<file path="config.mk">
export PLATFORM = sky130hd
export DESIGN_NAME = bin2bcd_seq
export DESIGN_NICKNAME = d
export VERILOG_FILES = /design/src/rtl/bin2bcd_pkg.sv /design/src/rtl/bin2bcd_seq_bcd_digit_adj.sv /design/src/rtl/bin2bcd_seq.sv
export SDC_FILE = /design/constraint.sdc
export NUM_CORES = 1
export LEC_CHECK = 0
export CORE_ASPECT_RATIO = 0.5
export CORE_MARGIN = 3
export CORE_UTILIZATION = 57
export CTS_BUF_LIST = sky130_fd_sc_hd__clkbuf_2
export DETAILED_ROUTE_END_ITERATION = 8
export GPL_ROUTABILITY_DRIVEN = 0
export PLACE_DENSITY = 0.86
export SYNTH_ARGS = -nofsm -noshare
export SYNTH_HDL_FRONTEND = slang
export SYNTH_SLANG_ARGS = --single-unit
</file>
<file path="constraint.sdc">
create_clock -name clk -period 4.73 [get_ports clk]
set_input_delay 0.7095 -clock clk [delete_from_list [all_inputs] [get_ports clk]]
set_output_delay 0.7095 -clock clk [all_outputs]
set_load 0.05 [all_outputs]
</file>
<file path="src/rtl/bin2bcd_pkg.sv">
// Shared types and constants for the sequential binary-to-BCD converter.
package bin2bcd_pkg;

   typedef enum logic [1:0] {
      ST_IDLE  = 2'd0,
      ST_SHIFT = 2'd1,
      ST_DONE  = 2'd2
   } state_t;

   localparam int unsigned INT_DIGITS = 10;
   localparam int unsigned DIGIT_W    = 4;
   localparam int unsigned ACC_W      = INT_DIGITS * DIGIT_W;
   localparam int unsigned CNT_W      = 6;

   localparam logic [DIGIT_W-1:0] ADJ_THRESH = 4'd5;
   localparam logic [DIGIT_W-1:0] ADJ_INC    = 4'd3;

endpackage

</file>
<file path="src/rtl/bin2bcd_seq_bcd_digit_adj.sv">
// Double-dabble digit correction: add 3 to a BCD digit of 5 or more before the shift.
module bcd_digit_adj
   import bin2bcd_pkg::*;
(
   input  logic [DIGIT_W-1:0] digit,
   output logic [DIGIT_W-1:0] adjusted
);

   // Input never exceeds 9, so the sum stays within 4 bits.
   always_comb begin
      adjusted = digit;
      if (digit >= ADJ_THRESH) begin
         adjusted = DIGIT_W'(digit + ADJ_INC);
      end
   end

endmodule

</file>
<file path="src/rtl/bin2bcd_seq.sv">
// Sequential double-dabble converter: one shift per clock, start/done handshake,
// 32-bit binary in, 8 packed BCD digits plus an overflow flag out.
module bin2bcd_seq
   import bin2bcd_pkg::*;
#(
   parameter int unsigned BIN_W      = 32,
   parameter int unsigned OUT_DIGITS = 8
) (
   input  logic                          clk,
   input  logic                          rst,
   input  logic                          start,
   input  logic [BIN_W-1:0]              bin,
   output logic                          busy,
   output logic                          done,
   output logic [DIGIT_W*OUT_DIGITS-1:0] bcd,
   output logic                          ovf
);

   localparam int unsigned BCD_W = DIGIT_W * OUT_DIGITS;
   localparam int unsigned CAT_W = ACC_W + BIN_W;
   localparam logic [CNT_W-1:0] LAST_ITER = CNT_W'(BIN_W - 1);

   state_t             state, state_nxt;
   logic [CNT_W-1:0]   cnt, cnt_nxt;
   logic [ACC_W-1:0]   acc, acc_nxt, acc_adj, acc_shift;
   logic [BIN_W-1:0]   shreg, shreg_nxt, shreg_shift;
   logic [CAT_W-1:0]   cat_shift;
   logic               busy_nxt, done_nxt, ovf_nxt;
   logic [BCD_W-1:0]   bcd_nxt;

   for (genvar d = 0; d < INT_DIGITS; d++) begin : g_adj
      bcd_digit_adj u_adj (
         .digit    (acc[d*DIGIT_W +: DIGIT_W]),
         .adjusted (acc_adj[d*DIGIT_W +: DIGIT_W])
      );
   end

   // Adjust-then-shift of the concatenated {accumulator, binary copy}.
   assign cat_shift   = {acc_adj, shreg} << 1;
   assign acc_shift   = cat_shift[CAT_W-1:BIN_W];
   assign shreg_shift = cat_shift[BIN_W-1:0];

   always_ff @(posedge clk or posedge rst) begin
      if (rst) begin
         state <= ST_IDLE;
         cnt   <= '0;
         acc   <= '0;
         shreg <= '0;
         busy  <= 1'b0;
         done  <= 1'b0;
         bcd   <= '0;
         ovf   <= 1'b0;
      end else begin
         state <= state_nxt;
         cnt   <= cnt_nxt;
         acc   <= acc_nxt;
         shreg <= shreg_nxt;
         busy  <= busy_nxt;
         done  <= done_nxt;
         bcd   <= bcd_nxt;
         ovf   <= ovf_nxt;
      end
   end

   always_comb begin
      state_nxt = state;
      cnt_nxt   = cnt;
      acc_nxt   = acc;
      shreg_nxt = shreg;
      busy_nxt  = busy;
      done_nxt  = 1'b0;
      bcd_nxt   = bcd;
      ovf_nxt   = ovf;
      unique case (state)
         ST_IDLE: begin
            if (start) begin
               state_nxt = ST_SHIFT;
               shreg_nxt = bin;
               acc_nxt   = '0;
               cnt_nxt   = '0;
               busy_nxt  = 1'b1;
            end
         end
         ST_SHIFT: begin
            acc_nxt   = acc_shift;
            shreg_nxt = shreg_shift;
            cnt_nxt   = CNT_W'(cnt + CNT_W'(1));
            if (cnt == LAST_ITER) begin
               state_nxt = ST_DONE;
               done_nxt  = 1'b1;
               bcd_nxt   = acc_shift[BCD_W-1:0];
               ovf_nxt   = |acc_shift[ACC_W-1:BCD_W];
            end
         end
         ST_DONE: begin
            // Back-to-back start is accepted here; otherwise return to idle.
            if (start) begin
               state_nxt = ST_SHIFT;
               shreg_nxt = bin;
               acc_nxt   = '0;
               cnt_nxt   = '0;
            end else begin
               state_nxt = ST_IDLE;
               busy_nxt  = 1'b0;
            end
         end
         default: begin
            state_nxt = ST_IDLE;
            busy_nxt  = 1'b0;
         end
      endcase
   end

endmodule
</file>
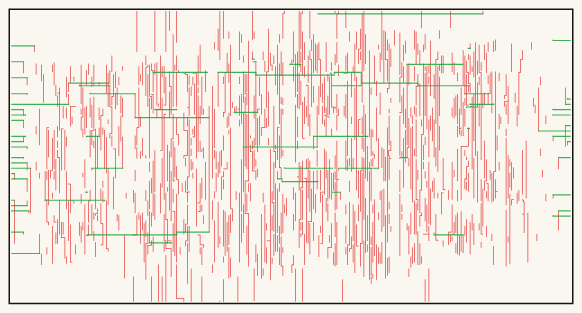
Run 1: signal wires by layer
Only two layers are drawn.
green -> M3  # wire length 497 microns
red -> M2  # wire length 5500 microns

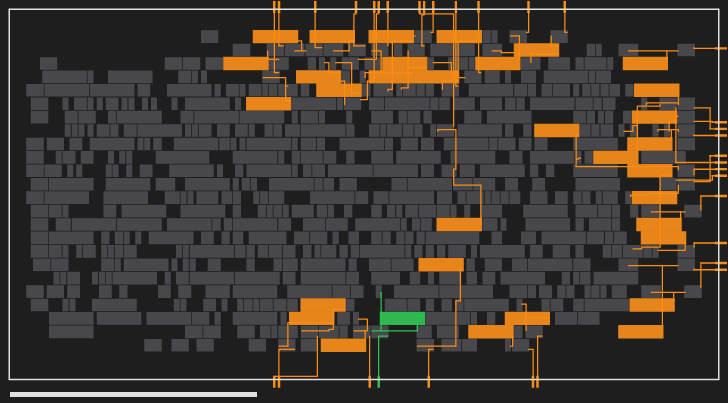
Run 1: wires at chosen ports, followed through buffers
Bar = 50 microns.
orange -> bcd  # direction output, edge 14 north, 12 east, 6 south, end cells 32, buffers 32, wire 718 microns
green -> ovf  # direction output, edge south, end cells 1, buffers 1, wire 31.6 microns

==> results.json, run 1 <==
{
  "p_seq_share_pct": 35.3,
  "drt_iter0_drc": 345,
  "rsz0062_at_grt": "no",
  "dieArea_sq_um": 10700,
  "die_w_microns": 144,
  "path_buffers": 1,
  "post-dp-hpwl_microns": 7150,
  "cpPeakStageDelay_ns": 0.81,
  "synth_warnings": 0,
  "dpl.cell_count": 679,
  "drive_above_1_share_pct": 9.26,
  "nets": 637,
  "syn_area_sq_um": 5390,
  "critPathSlowestCell": "clkdlybuf4s50_1",
  "sw_frac_of_total_pct": 45.3,
  "hold_viol": 0,
  "power_frac_comb_pct": 51.8,
  "track_usage_pct": 22.5,
  "flop_cell": "dfrtp_1",
  "ir_worst_vdd_mv": 0.252,
  "yosysUniqueCellTypes": 36,
  "warning_count": 36,
  "synth.largest_area_cell": "dfrtp_1",
  "path_clk_slew_ns": 0.19,
  "antenna_found_initial": 0,
  "postCtsSetupBuffers": 0,
  "crit_family": "buffers and inverters",
  "drc": 0,
  "cts_root_buf": "clkbuf_2",
  "h-tree-depth": 4,
  "fp_nets": 569,
  "total_power_mw": 5.06,
  "clockBufferDepth": 2,
  "timing.rr.start": "state[0]",
  "startpoint": "busy",
  "path_cells": "clkdlybuf4s50_1",
  "skew_ns": 0.0286,
  "grt_pass1_wl_microns": 19000,
  "cts_resized": 0,
  "wl_per_cell_microns": 15.8,
  "crit_path_start_kind": "flip-flop",
  "synth-edff-count": 0,
  "antennaDiodeCount": 0,
  "syn_to_final_growth_pct": 18.6,
  "cp_max_fo": 3,
  "ys_chip_area_sq_um": 5390,
  "async_flop_share_pct": 100,
  "yosysMostFrequentCell": "dfrtp_1",
  "rows": 24,
  "die_y_microns": 74.8,
  "holdCritPathClass": "input pin to asynchronous set/reset pin",
  "post-route-period-util_pct": 54.9,
  "powerDensity_nw_per_um2": 792,
  "grt_pass1_vias": 4087,
  "core_sq_um": 8950,
  "numCtsBuffers": 17,
  "cts_tree": "yes",
  "clock_sinks": 115,
  "postSynthSeqShare_pct": 53.4,
  "crit_required_ns": 4.02,
  "avgSynthCellArea_sq_um": 10.5,
  "common_cells": "dfrtp_1 (115), nand2_1 (80), a21oi_1 (45), a22oi_1 (31), o21ai_0 (31)",
  "pre_cts_ws_ns": 1.93,
  "end_kind": "output pin",
  "numPortBuffers": 69,
  "arrival_ns": 1.89,
  "max_freq_mhz": 385,
  "fin_crit_ns": 2.60,
  "clock.latency.late_pin_ns": 0.66,
  "final_cells": 711,
  "syn_inst": 513,
  "grt_max_degree": 65,
  "fp_util_pct": 60.2,
  "tightest_slew_ns": 1.13,
  "grt_overflow": 0,
  "yosys-top-cells-area": "dfrtp_1 (53%), nand2_1 (5.6%), ha_1 (4.9%), a22oi_1 (4.3%), a21oi_1 (4.2%)",
  "p_clk_share_pct": 12.9,
  "dr.pass1.iters": 5,
  "slew_viol_final": 0,
  "num_io_pins": 70,
  "worstRegToRegCells": 5,
  "ys_cells": 513,
  "hold_buffers": 0,
  "maxCapViolations": 0,
  "crit_type": "flip-flop to output pin",
  "p_sw_mw": 2.29,
  "drtAntennaViolNets": 0,
  "vias_per_cell": 5.73,
  "setup_tns_ns": 0,
  "synth_flops": 115,
  "slew_headroom_pct": 24.4,
  "top_cell_area_share_pct": 53.4,
  "worst-path-stages": 1,
  "layout_setup_ws_ns": 2.13,
  "timing.hold.ws_ns": 0.463,
  "finalSetupViolations": 0,
  "internal-power_mw": 2.77,
  "status": "completed",
  "p_leak_nw": 2.88
}
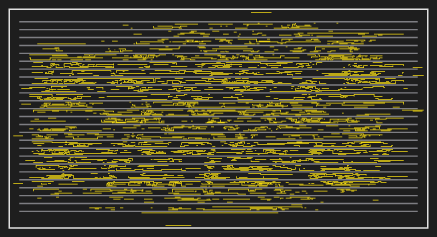
Run 1: met1 routing
Supply wires on this layer in grey.
nets with wire on the layer = 575
share of all routed wire = 46%
met1 Use GR: 29.2%
final WL: 11200 microns
vias: 4076

==> run 1: final cells by class <==
| cell class | instances | area (sq um) |
|---|---|---|
| multi-input cells | 349 | 2310 |
| inverters | 22 | 85.1 |
| clock inverters | 14 | 144 |
| fillers | 665 | 2550 |
| clock buffers | 18 | 90.1 |
| repair buffers | 76 | 743 |
| flip-flops and latches | 115 | 2880 |
| well taps | 117 | 146 |
==> run 1: path summary, 6_finish.rpt <==
| path | to | slack (ns) |
|---|---|---|
| max in group asynchronous | acc[13] | 3.32 |
| setup / recovery | busy | 2.13 |
| min in group clk | shreg[19] | 0.50 |
| hold / removal | busy | 0.46 |
| hold reg to reg | shreg[19] | 0.50 |
| setup reg to reg | cnt[2] | 2.38 |
==> run 1: power groups by stage <==
stage	Combinational [mW]	Clock, mW	Sequential (mW)
2_1_floorplan	1.47	0	2.22
3_3_place_gp	2.50	0	1.78
3_5_place_dp	2.62	0	1.81
4_1_cts	2.63	0.665	1.79
5_1_grt	2.89	0.704	1.85
6_report	2.62	0.653	1.79
==> run 1: metrics by stage <==
stage	area [sq um]	utilization, %
finish	6390	71.5
global route	6390	71.5
CTS	6390	71.5
detailed placement	6160	68.8
global placement	6160	68.8
floorplan	5390	-
==> run 1: sequential cells by signal, indices dropped and copies added, names as in the netlist <==
signal / cells
state: 2
bcd: 32
busy: 1
cnt: 6
ovf: 1
done: 1
shreg: 32
acc: 40
==> run 1: routing by layer <==
layer | global-route usage (%) | share of wire (%)
met1 | 29.2 | 46
met2 | 37.9 | 49
met3 | 5.01 | 4.4
met4 | 8.87 | 0.91
met5 | 0 | 0
==> run 1: cells by family after synthesis <==
group	after synthesis	share of synthesized area (%)
adders and majority gates	21	4.87
muxes	25	5.04
AOI/OAI and AO/OA	154	18.6
buffers and inverters	49	4.11
DFF	115	53.4
xor gates and xnor gates	11	1.79
and+or+nand+nor	138	12.2
==> run 1: cells in the final DEF, fill, tap and decap left out, types with 5 or more instances in the layout <==
| cell | n |
|---|---|
| clkbuf_2 | 18 |
| a21oi_1 | 45 |
| a22oi_1 | 31 |
| dfrtp_1 | 115 |
| clkinv_2 | 7 |
| nand2_1 | 80 |
| a22o_1 | 12 |
| xnor2_1 | 10 |
| buf_4 | 7 |
| a32o_1 | 10 |
| nor2_1 | 18 |
| mux2_1 | 5 |
| o21ai_0 | 31 |
| inv_1 | 21 |
| o22ai_1 | 11 |
| o31ai_1 | 10 |
| clkdlybuf4s50_1 | 69 |
| ha_1 | 21 |
| nor3b_1 | 18 |
| mux2_2 | 12 |
| nand2b_1 | 12 |
| mux2i_1 | 8 |
==> run 1: worst register-to-register path: stages, from the launching register on <==
cell and delay, ns:
dfrtp_1 0.46, nor2b_4 0.14, buf_4 0.33, nor2_4 1.00
o21ai_0 0.22, o21ai_0 0.11
Run 1, close-up of the layout:
Bar = 10 microns. Window x 57 to 87, y 22 to 52 microns. Cells in grey, sequential cells in the stronger grey; small squares are vias.
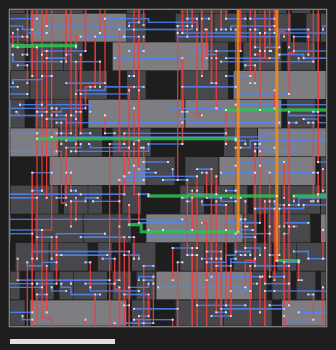

==> run 1 -> run 2 <==
==> constraint.sdc (replaced) <==
create_clock -name clk -period 2.65 [get_ports clk]
set_input_delay 0.3975 -clock clk [delete_from_list [all_inputs] [get_ports clk]]
set_output_delay 0.3975 -clock clk [all_outputs]
set_load 0.05 [all_outputs]
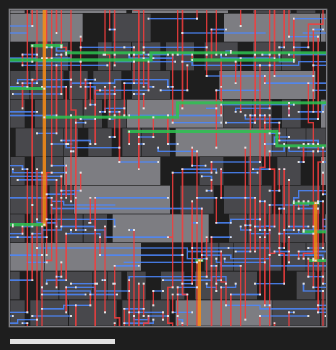
Run 2: close-up of the layout
Bar = 10 microns. Window x 57 to 87, y 22 to 52 microns. Cells in grey, sequential cells in the stronger grey; small squares are vias.
red -> M2
blue -> M1
orange -> M4
green -> M3
netlist names of flops here include = acc (10)
sequential cells in the window = 10
most frequent = dfrtp_1 (10), a21oi_1 (8)
cells with their middle in the window = 74

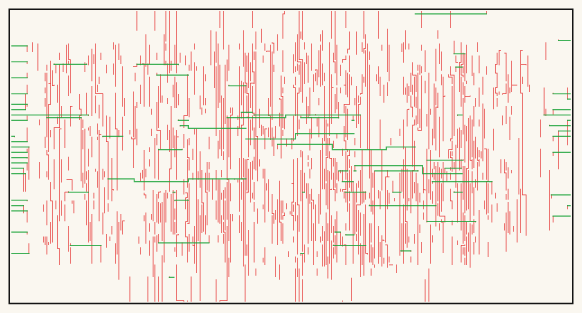
Run 2: signal wires by layer
Only two layers are drawn.
vias: 4091
final WL: 10900 microns
GRT Util Overall: 21.3%

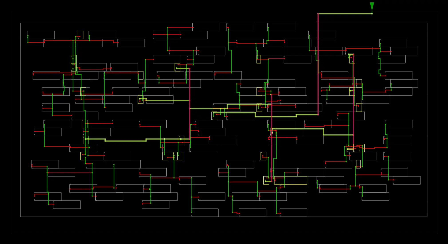
Run 2: clock wiring as the flow saved it
TritonCTS buffer count: 17
clk latency late pin: 0.64 ns
Seq cells: 115

==> results.json, run 2 <==
{
  "vias_per_cell": 5.75,
  "ys_chip_area_sq_um": 5390,
  "rows": 24,
  "drtAntennaViolNets": 0,
  "rsz0062_at_grt": "no",
  "sw_frac_of_total_pct": 45.7,
  "drc": 0,
  "crit_path_start_kind": "flip-flop",
  "die_y_microns": 74.8,
  "dr.pass1.iters": 4,
  "common_cells": "dfrtp_1 (115), nand2_1 (80), a21oi_1 (45), a22oi_1 (31), o21ai_0 (31)",
  "fin_crit_ns": 2.26,
  "yosys-top-cells-area": "dfrtp_1 (53%), nand2_1 (5.6%), ha_1 (4.9%), a22oi_1 (4.3%), a21oi_1 (4.2%)",
  "path_clk_slew_ns": 0.17,
  "grt_pass1_vias": 3951,
  "slew_viol_final": 0,
  "wl_per_cell_microns": 15.3,
  "powerDensity_nw_per_um2": 1380,
  "cts_resized": 0,
  "top_register": "acc",
  "die_w_microns": 144,
  "maxCapViolations": 0,
  "fp_util_pct": 60.2,
  "status": "completed",
  "layout_setup_ws_ns": 0.394,
  "synth.largest_area_cell": "dfrtp_1",
  "fillers": 653,
  "hold_buffers": 0,
  "ir_worst_vdd_mv": 0.470,
  "pre_cts_ws_ns": 0.408,
  "cts_tree": "yes",
  "tightest_slew_ns": 1.07,
  "drt_iter0_drc": 190,
  "layout.cells.most_common": "dfrtp_1",
  "cp_max_fo": 3,
  "worst-path-stages": 1,
  "p_clk_share_pct": 10.8,
  "antenna_found_initial": 0,
  "hold_viol": 0,
  "postCtsSetupBuffers": 0,
  "synth-edff-count": 0,
  "final_cell_mix": "dfrtp_1 (115), nand2_1 (80), clkdlybuf4s50_1 (69)",
  "postSynthSeqShare_pct": 53.4,
  "yosysUniqueCellTypes": 36,
  "worstRegToRegCells": 7,
  "arrival_ns": 1.86,
  "crit_family": "buffers and inverters",
  "grt_max_degree": 51,
  "cpPeakStageDelay_ns": 0.83,
  "ys_cells": 513,
  "antennaDiodeCount": 0,
  "crit_required_ns": 2.25,
  "syn_inst": 513,
  "syn_to_final_growth_pct": 18.6,
  "avgSynthCellArea_sq_um": 10.5,
  "core_sq_um": 8950,
  "path_cells": "clkdlybuf4s50_1",
  "numPortBuffers": 69,
  "num_io_pins": 70,
  "clockBufferDepth": 2,
  "nets": 640,
  "finalSetupViolations": 0,
  "crit_type": "flip-flop to output pin",
  "yosysMostFrequentCell": "dfrtp_1",
  "top_cell_area_share_pct": 53.4,
  "end_kind": "output pin",
  "largest_reg_flops": 40,
  "slew_headroom_pct": 28.4,
  "internal-power_mw": 4.78,
  "p_seq_share_pct": 36.3,
  "synth_warnings": 0,
  "holdCritPathClass": "input pin to asynchronous set/reset pin",
  "syn_area_sq_um": 5390,
  "cts_root_buf": "clkbuf_2",
  "skew_ns": 0.0308,
  "clock_sinks": 115,
  "worst-r2r-setup-slack_ns": 0.71,
  "post-route-period-util_pct": 85.1,
  "grt_pass1_wl_microns": 18100,
  "power_frac_comb_pct": 52.9,
  "post-dp-hpwl_microns": 7170,
  "fp_nets": 569,
  "flop_cell": "dfrtp_1",
  "grt_overflow": 0,
  "setup_tns_ns": 0,
  "async_flop_share_pct": 100,
  "drive_above_1_share_pct": 9.41,
  "warning_count": 36,
  "reg.largest.list": "acc: 40 flops, bcd: 32 flops, shreg: 32 flops",
  "dieArea_sq_um": 10700,
  "synth_flops": 115,
  "path_buffers": 1,
  "max_freq_mhz": 443,
  "critPathSlowestCell": "clkdlybuf4s50_1",
  "h-tree-depth": 4,
  "p_leak_nw": 2.87,
  "p_sw_mw": 4.02,
  "total_power_mw": 8.80
}
==> run 2: cell counts after synthesis <==
Identical to the previous run, type by type.
==> run 2: path summary, 6_finish.rpt <==
check / from / end
max reg2reg: acc[32] / ovf
max: busy / busy
min reg2reg: shreg[13] / shreg[13]
min in group clk: bin[1] / shreg[1]
max in group asynchronous: rst / acc[21]
min: rst / shreg[31]
==> run 2: worst reg2reg max path: cells and delay by family (launching register included) <==
family	cells	cell delay (ns)
adders and majority gates	1	0.25
AOI/OAI and AO/OA	3	0.67
buffers and inverters	1	0.13
and+or+nand+nor	2	0.36
DFF	1	0.45
==> run 2: layout make-up <==
| type | instances | area [sq um] | share of cell area (%) |
|---|---|---|---|
| flip-flops and latches | 115 | 2880 | 45.0 |
| multi-input cells | 349 | 2310 | 36.1 |
| repair buffers | 79 | 803 | 12.6 |
| well taps | 117 | 146 | 2.29 |
| clock buffers | 21 | 105 | 1.64 |
| inverters | 22 | 86.3 | 1.35 |
| clock inverters | 9 | 66.3 | 1.04 |
==> run 2: kinds of logic (layout without fill, tap and decap cells) <==
logic type,count (synthesis),count (layout),synth area share [%]
and+or+nand+nor,138,138,12.2
buffers and inverters,49,131,4.11
DFF,115,115,53.4
muxes,25,25,5.04
AOI/OAI and AO/OA,154,154,18.6
adders and majority gates,21,21,4.87
xor gates and xnor gates,11,11,1.79
==> run 2: layer usage <==
layer | vias up | track usage [%] | part of all wire, %
met5 | - | 0 | 0
met4 | 0 | 9.29 | 1.9
met3 | 25 | 4.51 | 5.1
met2 | 112 | 35.6 | 48
met1 | 1980 | 27.7 | 45
li1 | 1974 | - | -
==> run 2: power groups by stage <==
stage	clock, mW	sequential, mW	combinational [mW]
final	0.948	3.19	4.66
after CTS	0.957	3.19	4.69
after global routing	1.04	3.31	5.13
after detailed placement	0	3.23	4.66
after floorplan	0	3.96	2.63
after global placement	0	3.19	4.49
==> run 2: through the flow <==
step           instance area [sq um]  util [%]  hold slack [ns]  std cells
6_report                        6390      71.4            0.171        712
3_3_place_gp                    6220      69.5            0.458        682
5_1_grt                         6390      71.4            0.170        712
2_1_floorplan                   5390         -            0.446        513
4_1_cts                         6390      71.4            0.156        712
3_5_place_dp                    6220      69.5            0.464        682
Power and IR drop assume default switching activity.
